==> images/final_placement.png <==
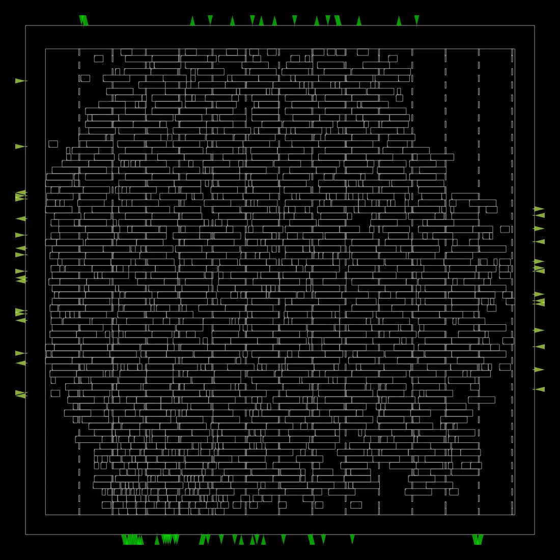
==> images/density.png <==
Bar = 50 um. The die is cut into 21 by 21 equal tiles; white is low, dark blue is high, 0 to 100% covered.
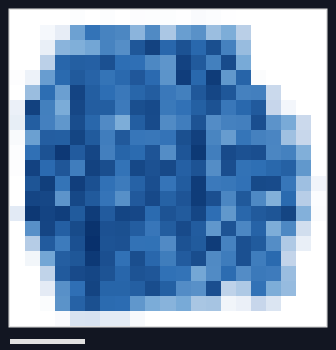
==> images/registers.png <==
Bar = 50 um. Other sequential cells in the stronger gray, the rest of the logic in the fainter gray.
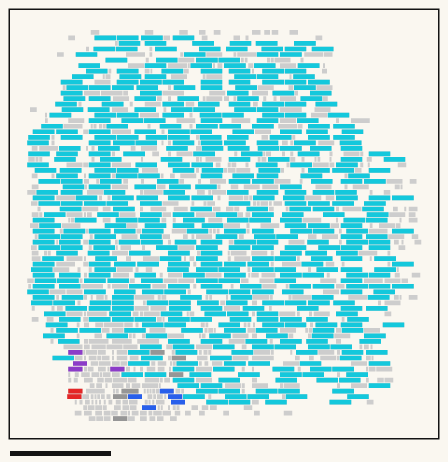
==> images/port_nets.png <==
Bar = 50 um.
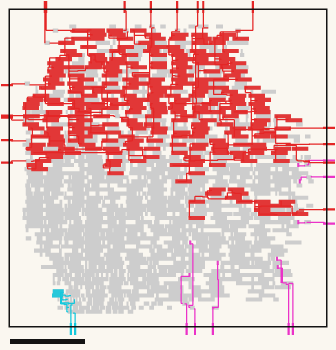
<file path="src/rtl/datapath_trace_buffer.sv">
// datapath_trace_buffer: circular capture of retired-instruction {pc, instruction, result} with a show-ahead read port
// Ports: clk/reset (sync, active-low); run gates capture; arm clears and arms, latching mode (0 stop-on-full, 1 wrap);
// cap_valid/pc/instruction/result capture one entry; rd_ready/rd_valid/rd_pc/rd_instr/rd_result drain the head;
// count/full/empty give occupancy; overflow is sticky on drop or overwrite; state is IDLE/ARMED/CAPTURE/DONE.
module datapath_trace_buffer #(
  parameter int PC_W    = 8,
  parameter int INSTR_W = 17,
  parameter int DATA_W  = 8,
  parameter int DEPTH   = 16,
  parameter int ADDR_W  = $clog2(DEPTH)
) (
  input  logic               clk,
  input  logic               reset,
  input  logic               run,
  input  logic               arm,
  input  logic               mode,
  input  logic               cap_valid,
  input  logic [PC_W-1:0]    pc,
  input  logic [INSTR_W-1:0] instruction,
  input  logic [DATA_W-1:0]  result,
  input  logic               rd_ready,
  output logic               rd_valid,
  output logic [PC_W-1:0]    rd_pc,
  output logic [INSTR_W-1:0] rd_instr,
  output logic [DATA_W-1:0]  rd_result,
  output logic [ADDR_W:0]    count,
  output logic               full,
  output logic               empty,
  output logic               overflow,
  output logic [1:0]         state
);
  localparam int E = PC_W + INSTR_W + DATA_W;
  typedef enum logic [1:0] {IDLE, ARMED, CAPTURE, DONE} st_t;
  st_t st;
  logic [E-1:0] mem [DEPTH];
  logic [ADDR_W-1:0] wptr, rptr;
  logic mode_l, fire, cap, wr, ovw, drop, pop;
  assign full = count == (ADDR_W+1)'(DEPTH);
  assign empty = count == '0;
  assign rd_valid = ~empty;
  assign {rd_pc, rd_instr, rd_result} = mem[rptr];
  assign state = st;
  assign fire = rd_valid & rd_ready;
  assign cap = (st == CAPTURE) & run & cap_valid;
  // when full without a read, wrap mode overwrites the oldest entry, stop mode drops the capture
  assign ovw = cap & full & ~fire & mode_l;
  assign drop = cap & full & ~fire & ~mode_l;
  assign wr = cap & ~arm & ~drop;
  assign pop = fire | ovw;
  always_ff @(posedge clk)
    if (wr) mem[wptr] <= {pc, instruction, result};
  always_ff @(posedge clk) begin
    if (!reset) begin
      st <= IDLE;
      wptr <= '0;
      rptr <= '0;
      count <= '0;
      overflow <= 1'b0;
      mode_l <= 1'b0;
    end else if (arm) begin
      st <= ARMED;
      wptr <= '0;
      rptr <= '0;
      count <= '0;
      overflow <= 1'b0;
      mode_l <= mode;
    end else begin
      wptr <= wptr + ADDR_W'(wr);
      rptr <= rptr + ADDR_W'(pop);
      count <= count + (ADDR_W+1)'(wr) - (ADDR_W+1)'(pop);
      overflow <= overflow | ovw | drop;
      st <= (st == ARMED && run) ? CAPTURE :
            (st == CAPTURE && (!run || drop)) ? DONE : st;
    end
  end
endmodule

</file>
<file path="config.mk">
export PLATFORM = sky130hd
export DESIGN_NAME = datapath_trace_buffer
export DESIGN_NICKNAME = d
export VERILOG_FILES = /design/src/rtl/datapath_trace_buffer.sv
export SDC_FILE = /design/constraint.sdc
export NUM_CORES = 1
export LEC_CHECK = 0
export CAP_MARGIN = 20
export CORE_MARGIN = 8
export CORE_UTILIZATION = 55
export CTS_BUF_LIST = sky130_fd_sc_hd__clkbuf_2
export DETAILED_ROUTE_END_ITERATION = 7
export GPL_TIMING_DRIVEN = 0
export PLACE_DENSITY = 0.76
export SLEW_MARGIN = 20
export SYNTH_ARGS = -nofsm -noshare
export SYNTH_HDL_FRONTEND = slang
export SYNTH_SLANG_ARGS = --single-unit
</file>
<file path="constraint.sdc">
create_clock -name clk -period 4.4 [get_ports clk]
set_input_delay 1.1 -clock clk [delete_from_list [all_inputs] [get_ports clk]]
set_output_delay 1.1 -clock clk [all_outputs]
set_load 0.01 [all_outputs]
</file>
==> notes.md <==
yosys + openroad results -> final-report max-slew violation count 0, syn_nets ~1,000, total power 0.0102 W, cells along the critical path buf_6 > buf_12 > buf_12 > mux4_1 > a22oi_1 > nand2_1 > clkdlybuf4s50_1, sequential fraction of the synthesis area 77.5%, setup TNS 0 ns, Synth top area share roughly three quarters, vias ~10k, Slew headroom 45.8%, vias in the first global route roughly 11k, biggest regs mem (528), count (5), Seq area share approximately two thirds, Largest register FFs ~530, skew final slightly above 0.1 ns, most frequent logic cell in the layout edfxtp_1, leading area contributor after synthesis edfxtp_1, synth-to-layout area growth 16.3%, CTS tree built, largest net degree at the start of global routing 20, critical path depth 7, Tool Warnings 29, GR Util met3 4.99%, Port Buf Inserts around 83, Min-Delay Path Class register to register, CP Capture Type output pin, Filler Cells Inserted 2,508, Worst setup SP type register, largest stage delay on the critical path 0.57 ns, Synth Flop Type edfxtp_1, final hold slack 0.481 ns, period utilisation layout between 90% and 100%, Signal buffers 154, Clock Buffer Count approximately 180, status finished clean, Latency at later pin roughly 1.0 ns, global-route track usage on met2 33.2%, fin cells roughly 1.8k, GR Layer Usage met1 26.6%, largest cells by area after synthesis edfxtp_1 (76%), mux4_2 (11%), mux4_1 (3.6%), cell family contributing the most delay on the critical path buffers and inverters, first-pass GRT wire length approximately 67 mm, VDD IR max between 300 and 400 uV, Pre-Repair DR Iteration Count 5, Comb/total area 18.5%, Seq pwr share a little under three fifths, Final Hold Fails 0, critical path arrival about 3.2 ns, setup violators final 0, CTS Hold Bufs 0, Synth cell types roughly 40, final WL between 40 and 50 mm, Power Sequential between 0.005 and 0.006 W, Logic pwr share between 10 and 15%, DIE AREA around 45,000 sq um, reg-to-reg slack, setup roughly 1.2 ns, post-CTS setup buffers 1, initial antenna violation count 4, clock root cell clkbuf_2, HPWL after DPL 27.6 mm
Back to the opening pictures, final_placement.png:
Core Box Area: 37,600 sq um
Flops: 545
final core occ: 64.7%
num rows: 71
tapcell count: 511

Back to the opening pictures, density.png:
mean over tiles: 53%
tiles over 75% full: 39%
fullest tile: 100%
emptiest ninth of the die: north-east

Back to the opening pictures, registers.png:
[red] `state` | flops: 2
[blue] `count` | flops: 5
[purple] `wptr` | flops: 4 | where: south-west
[cyan] `mem` | flops: 528 | where: widely spread

Back to the opening pictures, port_nets.png:
[magenta] `rd_result` | bits: 8 | direction: output | end cells: 8 | buffers: 8 | wire: 293 um
[cyan] `state` | bits: 2 | direction: output | end cells: 2 | buffers: 2 | wire: 75.8 um
[red] `instruction` | bits: 17 | direction: input | end cells: 272 | buffers: 17 | wire: 2,660 um

Power is estimated from default activity; no workload was simulated.
